M2 wires:
Scale: 3 px per um.
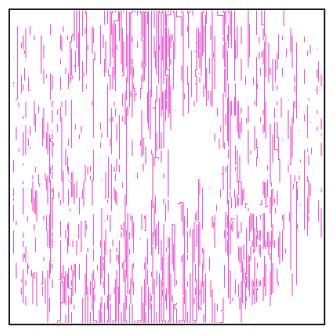
Wiring by layer:
Scale: 4 px per um.
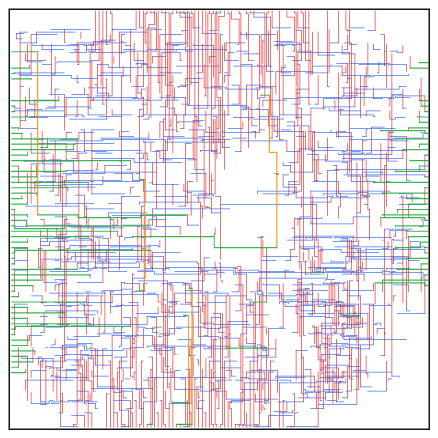
PDN straps and rails:
Scale: 4 px per um. Pins as bars on the die edge. Tap cells in grey.
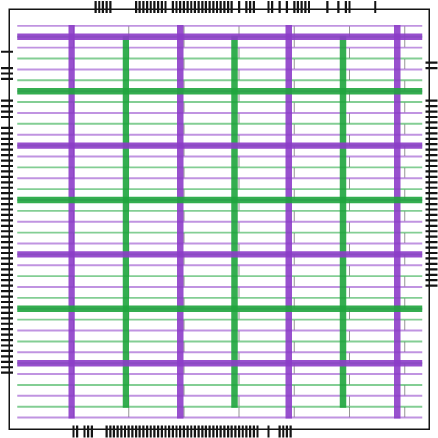
Met3 routing:
Scale: 3 px per um. Cells faint in the background.
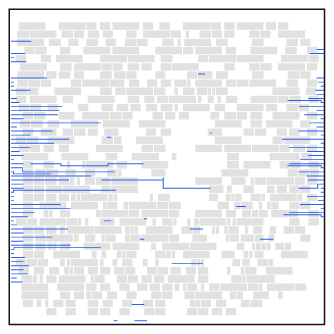
Clock wiring as the flow saved it:
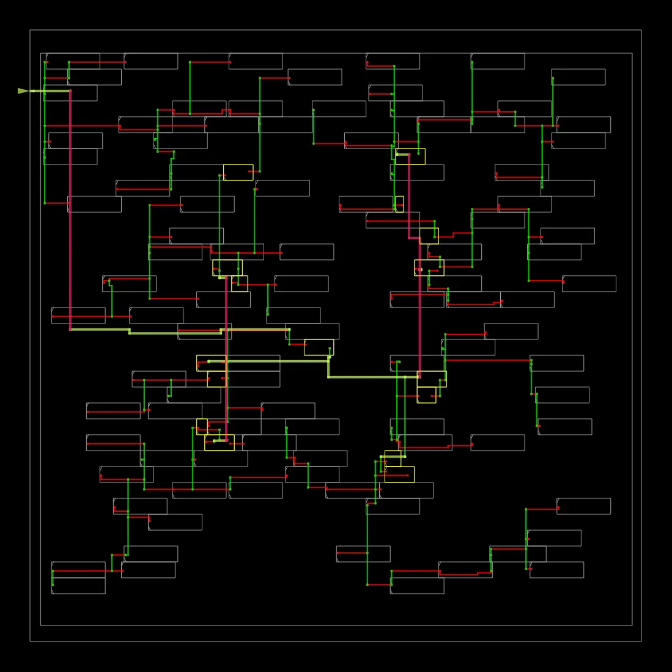
$ cat src/rtl/conv_pkg.sv
// Shared definitions for the layer-memory arbiter slice.
// Holds the address/data widths, the valid bank-select codes, the arbiter
// state encoding and a small helper that classifies a bank select.
package conv_pkg;

    localparam int ADDR_W = 12;
    localparam int DATA_W = 20;
    localparam int SEL_W  = 3;

    // Valid layer-memory banks; anything outside CSEL_L1..CSEL_L5 is illegal.
    localparam logic [SEL_W-1:0] CSEL_L1 = 3'b001;
    localparam logic [SEL_W-1:0] CSEL_L2 = 3'b010;
    localparam logic [SEL_W-1:0] CSEL_L3 = 3'b011;
    localparam logic [SEL_W-1:0] CSEL_L4 = 3'b100;
    localparam logic [SEL_W-1:0] CSEL_L5 = 3'b101;

    typedef enum logic {
        ST_ARB = 1'b0,
        ST_OWN = 1'b1
    } arb_state_t;

    // True when the select addresses one of the existing banks.
    function automatic logic sel_valid(input logic [SEL_W-1:0] sel);
        return (sel >= CSEL_L1) && (sel <= CSEL_L5);
    endfunction

endpackage

$ cat src/rtl/lmem_rr_pick.sv
// Two-way round-robin pick.
// Ports:
//   i_req0, i_req1  requests competing for ownership
//   i_last_owner    requester that owned the port most recently
//   o_winner        requester that should become owner (0 or 1)
// On a tie the requester that did not own last wins; a single request
// always wins; with no request the output is don't-care (driven 0).
module lmem_rr_pick (
    input  logic i_req0,
    input  logic i_req1,
    input  logic i_last_owner,
    output logic o_winner
);

    // Tie goes to whoever did not hold the port last.
    always_comb begin
        o_winner = 1'b0;
        if (i_req0 && i_req1) begin
            o_winner = ~i_last_owner;
        end else if (i_req1) begin
            o_winner = 1'b1;
        end else begin
            o_winner = 1'b0;
        end
    end

endmodule

$ cat src/rtl/lmem_arbiter.sv
// Two-requester arbiter in front of the layer memories.
// Ports:
//   clk, reset                 clock, asynchronous active-high reset
//   i_reqN/i_lockN/i_weN       command request, ownership lock, write flag
//   i_selN/i_addrN/i_wdataN    bank select, word address, write data
//   o_gntN                     combinational accept of requester N's command
//   o_rvalidN/o_rdataN         registered read return for requester N
//   o_cwr/o_caddr_wr/o_cdata_wr  registered memory write port
//   o_crd/o_caddr_rd           registered memory read port
//   i_cdata_rd                 memory read data, sampled the cycle o_crd is high
//   o_csel                     registered bank select
//   o_err                      one-cycle pulse for an accepted command with bad select
module lmem_arbiter
    import conv_pkg::*;
#(
    parameter int MAX_BURST = 16
) (
    input  logic              clk,
    input  logic              reset,
    input  logic              i_req0,
    input  logic              i_lock0,
    input  logic              i_we0,
    input  logic [SEL_W-1:0]  i_sel0,
    input  logic [ADDR_W-1:0] i_addr0,
    input  logic [DATA_W-1:0] i_wdata0,
    input  logic              i_req1,
    input  logic              i_lock1,
    input  logic              i_we1,
    input  logic [SEL_W-1:0]  i_sel1,
    input  logic [ADDR_W-1:0] i_addr1,
    input  logic [DATA_W-1:0] i_wdata1,
    output logic              o_gnt0,
    output logic              o_gnt1,
    output logic              o_rvalid0,
    output logic              o_rvalid1,
    output logic [DATA_W-1:0] o_rdata0,
    output logic [DATA_W-1:0] o_rdata1,
    output logic              o_cwr,
    output logic [ADDR_W-1:0] o_caddr_wr,
    output logic [DATA_W-1:0] o_cdata_wr,
    output logic              o_crd,
    output logic [ADDR_W-1:0] o_caddr_rd,
    input  logic [DATA_W-1:0] i_cdata_rd,
    output logic [SEL_W-1:0]  o_csel,
    output logic              o_err
);

    localparam int              CNT_W   = $clog2(MAX_BURST + 1);
    localparam logic [CNT_W-1:0] CNT_MAX = CNT_W'(MAX_BURST);

    arb_state_t        r_state, w_state_nxt;
    logic              r_owner, w_owner_nxt;
    logic              r_last_owner, w_last_owner_nxt;
    logic [CNT_W-1:0]  r_cnt, w_cnt_nxt;
    logic              w_winner;
    logic              w_own_req, w_own_lock, w_oth_req;
    logic              w_we;
    logic [SEL_W-1:0]  w_sel;
    logic [ADDR_W-1:0] w_addr;
    logic [DATA_W-1:0] w_wdata;
    logic              w_acc;
    logic              r_rd_id;

    lmem_rr_pick u_pick (
        .i_req0       (i_req0),
        .i_req1       (i_req1),
        .i_last_owner (r_last_owner),
        .o_winner     (w_winner)
    );

    // Route the current owner's command and the competitor's request.
    always_comb begin
        w_own_req  = i_req0;
        w_own_lock = i_lock0;
        w_oth_req  = i_req1;
        w_we       = i_we0;
        w_sel      = i_sel0;
        w_addr     = i_addr0;
        w_wdata    = i_wdata0;
        if (r_owner) begin
            w_own_req  = i_req1;
            w_own_lock = i_lock1;
            w_oth_req  = i_req0;
            w_we       = i_we1;
            w_sel      = i_sel1;
            w_addr     = i_addr1;
            w_wdata    = i_wdata1;
        end else begin
            w_own_req  = i_req0;
        end
    end

    // Ownership FSM: next state, burst count and grants.
    always_comb begin
        w_state_nxt      = r_state;
        w_owner_nxt      = r_owner;
        w_last_owner_nxt = r_last_owner;
        w_cnt_nxt        = r_cnt;
        o_gnt0           = 1'b0;
        o_gnt1           = 1'b0;
        case (r_state)
            ST_ARB: begin
                w_cnt_nxt = {CNT_W{1'b0}};
                if (i_req0 || i_req1) begin
                    w_state_nxt = ST_OWN;
                    w_owner_nxt = w_winner;
                end else begin
                    w_state_nxt = ST_ARB;
                end
            end
            ST_OWN: begin
                o_gnt0 = i_req0 & ~r_owner;
                o_gnt1 = i_req1 & r_owner;
                if (w_own_req && (r_cnt != CNT_MAX)) begin
                    w_cnt_nxt = r_cnt + CNT_W'(1);
                end else begin
                    w_cnt_nxt = r_cnt;
                end
                // The count includes this cycle's accept, so the last burst
                // command and the handover decision happen together.
                if (!w_own_req && !w_own_lock) begin
                    w_state_nxt      = ST_ARB;
                    w_last_owner_nxt = r_owner;
                end else if ((w_cnt_nxt == CNT_MAX) && w_oth_req) begin
                    w_state_nxt      = ST_ARB;
                    w_last_owner_nxt = r_owner;
                end else begin
                    w_state_nxt = ST_OWN;
                end
            end
            default: begin
                w_state_nxt = ST_ARB;
                w_cnt_nxt   = {CNT_W{1'b0}};
            end
        endcase
    end

    assign w_acc = o_gnt0 | o_gnt1;

    // FSM state, owner, round-robin history and burst counter.
    always_ff @(posedge clk or posedge reset) begin
        if (reset) begin
            r_state      <= ST_ARB;
            r_owner      <= 1'b0;
            r_last_owner <= 1'b1;
            r_cnt        <= {CNT_W{1'b0}};
        end else begin
            r_state      <= w_state_nxt;
            r_owner      <= w_owner_nxt;
            r_last_owner <= w_last_owner_nxt;
            r_cnt        <= w_cnt_nxt;
        end
    end

    // Memory port: strobes last one cycle, address/data hold between commands.
    always_ff @(posedge clk or posedge reset) begin
        if (reset) begin
            o_cwr      <= 1'b0;
            o_crd      <= 1'b0;
            o_csel     <= {SEL_W{1'b0}};
            o_err      <= 1'b0;
            o_caddr_wr <= {ADDR_W{1'b0}};
            o_cdata_wr <= {DATA_W{1'b0}};
            o_caddr_rd <= {ADDR_W{1'b0}};
            r_rd_id    <= 1'b0;
        end else begin
            o_cwr  <= 1'b0;
            o_crd  <= 1'b0;
            o_csel <= {SEL_W{1'b0}};
            o_err  <= 1'b0;
            if (w_acc) begin
                if (sel_valid(w_sel)) begin
                    o_csel <= w_sel;
                    if (w_we) begin
                        o_cwr      <= 1'b1;
                        o_caddr_wr <= w_addr;
                        o_cdata_wr <= w_wdata;
                    end else begin
                        o_crd      <= 1'b1;
                        o_caddr_rd <= w_addr;
                        r_rd_id    <= r_owner;
                    end
                end else begin
                    o_err <= 1'b1;
                end
            end
        end
    end

    // Read return: capture memory data in the strobe cycle, steer by issuer.
    always_ff @(posedge clk or posedge reset) begin
        if (reset) begin
            o_rvalid0 <= 1'b0;
            o_rvalid1 <= 1'b0;
            o_rdata0  <= {DATA_W{1'b0}};
            o_rdata1  <= {DATA_W{1'b0}};
        end else begin
            o_rvalid0 <= o_crd & ~r_rd_id;
            o_rvalid1 <= o_crd & r_rd_id;
            if (o_crd && !r_rd_id) begin
                o_rdata0 <= i_cdata_rd;
            end
            if (o_crd && r_rd_id) begin
                o_rdata1 <= i_cdata_rd;
            end
        end
    end

endmodule
$ cat config.mk
export PLATFORM = sky130hd
export DESIGN_NAME = lmem_arbiter
export DESIGN_NICKNAME = d
export VERILOG_FILES = /design/src/rtl/conv_pkg.sv /design/src/rtl/lmem_rr_pick.sv /design/src/rtl/lmem_arbiter.sv
export SDC_FILE = /design/constraint.sdc
export NUM_CORES = 1
export LEC_CHECK = 0
export CAP_MARGIN = 25
export CORE_MARGIN = 1.5
export CORE_UTILIZATION = 42
export DETAILED_ROUTE_END_ITERATION = 8
export GPL_TIMING_DRIVEN = 0
export HOLD_SLACK_MARGIN = 0.05
export PLACE_DENSITY_LB_ADDON = 0.15
export SLEW_MARGIN = 30
export SYNTH_ARGS = -nofsm -noshare
export SYNTH_HDL_FRONTEND = slang
export SYNTH_SLANG_ARGS = --single-unit
$ cat constraint.sdc
create_clock -name clk -period 3.5 [get_ports clk]
set_input_delay 0.525 -clock clk [delete_from_list [all_inputs] [get_ports clk]]
set_output_delay 0.525 -clock clk [all_outputs]
set_load 0.01 [all_outputs]
==> metrics.json <==
{
  "run_status": {"value": "finished clean"},
  "internal_power": {"value": 3.63, "unit": "mW"},
  "crit_required": {"value": 2.97, "unit": "ns"},
  "post_route_worst_hold_slack": {"value": 0.488, "unit": "ns"},
  "ff_type": {"value": "sky130_fd_sc_hd__dfrtp_1"},
  "final-nonclk-buf-share": {"value": 30.6, "unit": "%"},
  "hpwlAfterDp": {"value": 8120, "unit": "um"},
  "report.final.hold_viol_count": {"value": 0},
  "met3WireLength": {"value": 819, "unit": "um"},
  "clockRootBuffer": {"value": "sky130_fd_sc_hd__clkbuf_8"},
  "grt_remaining_overflow": {"value": 0},
  "cts_resized": {"value": 0},
  "core_util_floorplan": {"value": 43.8, "unit": "%"},
  "swShare": {"value": 33.8, "unit": "%"},
  "path_buffers": {"value": 5},
  "grt_setup_unrepaired": {"value": "no"},
  "clock_cell_area_share": {"value": 2.63, "unit": "%"},
  "antenna_cells_inserted": {"value": 0},
  "chip_area": {"value": 0.0109, "unit": "mm2"},
  "sequentialPowerShare": {"value": 36.6, "unit": "%"},
  "drive_gt1_share": {"value": 18.1, "unit": "%"},
  "timing.reg2reg.setup_slack": {"value": 1.22, "unit": "ns"},
  "detail_route.wirelength.met1": {"value": 4220, "unit": "um"},
  "max_slew.worst_pin.slew": {"value": 0.614, "unit": "ns"},
  "instances_no_fill": {"value": 670},
  "detail_route.first_pass.iterations": {"value": 6},
  "cap_viol_max_count": {"value": 0},
  "area.share.combinational": {"value": 25.2, "unit": "%"},
  "syn-mean-instance-area": {"value": 13.1, "unit": "um2"},
  "finalSetupTns": {"value": 0, "unit": "ns"},
  "grt_pass1_vias": {"value": 3524},
  "synth_top_cell_by_count": {"value": "sky130_fd_sc_hd__dfrtp_1"},
  "design.final.nets": {"value": 632},
  "fa_ha_area_share": {"value": 0.577, "unit": "%"},
  "finalWeightedCongestion": {"value": 0.754},
  "worstReg2RegEnd": {"value": "o_cdata_wr[13]$_DFFE_PP0P_"},
  "critical_path.startpoint_type": {"value": "register"},
  "worst_path_max_delay_cell": {"value": "sky130_fd_sc_hd__buf_2"},
  "total_leakage_power": {"value": 2.91, "unit": "nW"},
  "design_area": {"value": 0.00662, "unit": "mm2"},
  "power.combinational.fraction": {"value": 51.1, "unit": "%"},
  "multi_input_comb_area": {"value": 0.00167, "unit": "mm2"},
  "max_stage_delay": {"value": 0.50, "unit": "ns"},
  "startpoint": {"value": "r_owner$_DFFE_PP0P_"},
  "area_reported_by_yosys_stat": {"value": 0.00434, "unit": "mm2"},
  "pwr.group.sequential": {"value": 2.00, "unit": "mW"},
  "slew_viol_final": {"value": 0},
  "nNonClkInverters": {"value": 12}
}
## Picture notes: 'M2 wires'
main direction: vertical
share of all routed wire: 51%
nets with wire on the layer: 570
longest straight run: 39.6 um
wire length reported by the detailed router: 10700 um
met2 Use GR: 35.2%
total via count in the routed design: 3289

## Picture notes: 'wiring by layer'
[M3] green | wire length: 820 um
[M1] blue | wire length: 4220 um
[M2] red | wire length: 5500 um
[M4] orange | wire length: 164 um

## Picture notes: 'PDN straps and rails'
[VDD] green
[VSS] purple
met1 rails: 37
met4 straps: 7
met5 straps: 7
Die Ht: 105 um
Die X: 105 um
highest ir drop seen on vdd: 0.409 mV

## Picture notes: 'met3 routing'
main direction: horizontal
wire length on this layer: 820 um
nets with wire on the layer: 98
share of all routed wire: 7.7%
longest straight run: 34.0 um
routing usage on met3: 6.05%

## Picture notes: 'clock wiring as the flow saved it'
total clock buffers created by CTS: 9
worst-case clock skew: 0.0135 ns
total clock sinks: 101
Layout clock buffers: 10
total number of sequential cells: 101

Power figures rest on the tool's default switching activity, not on a simulated workload.
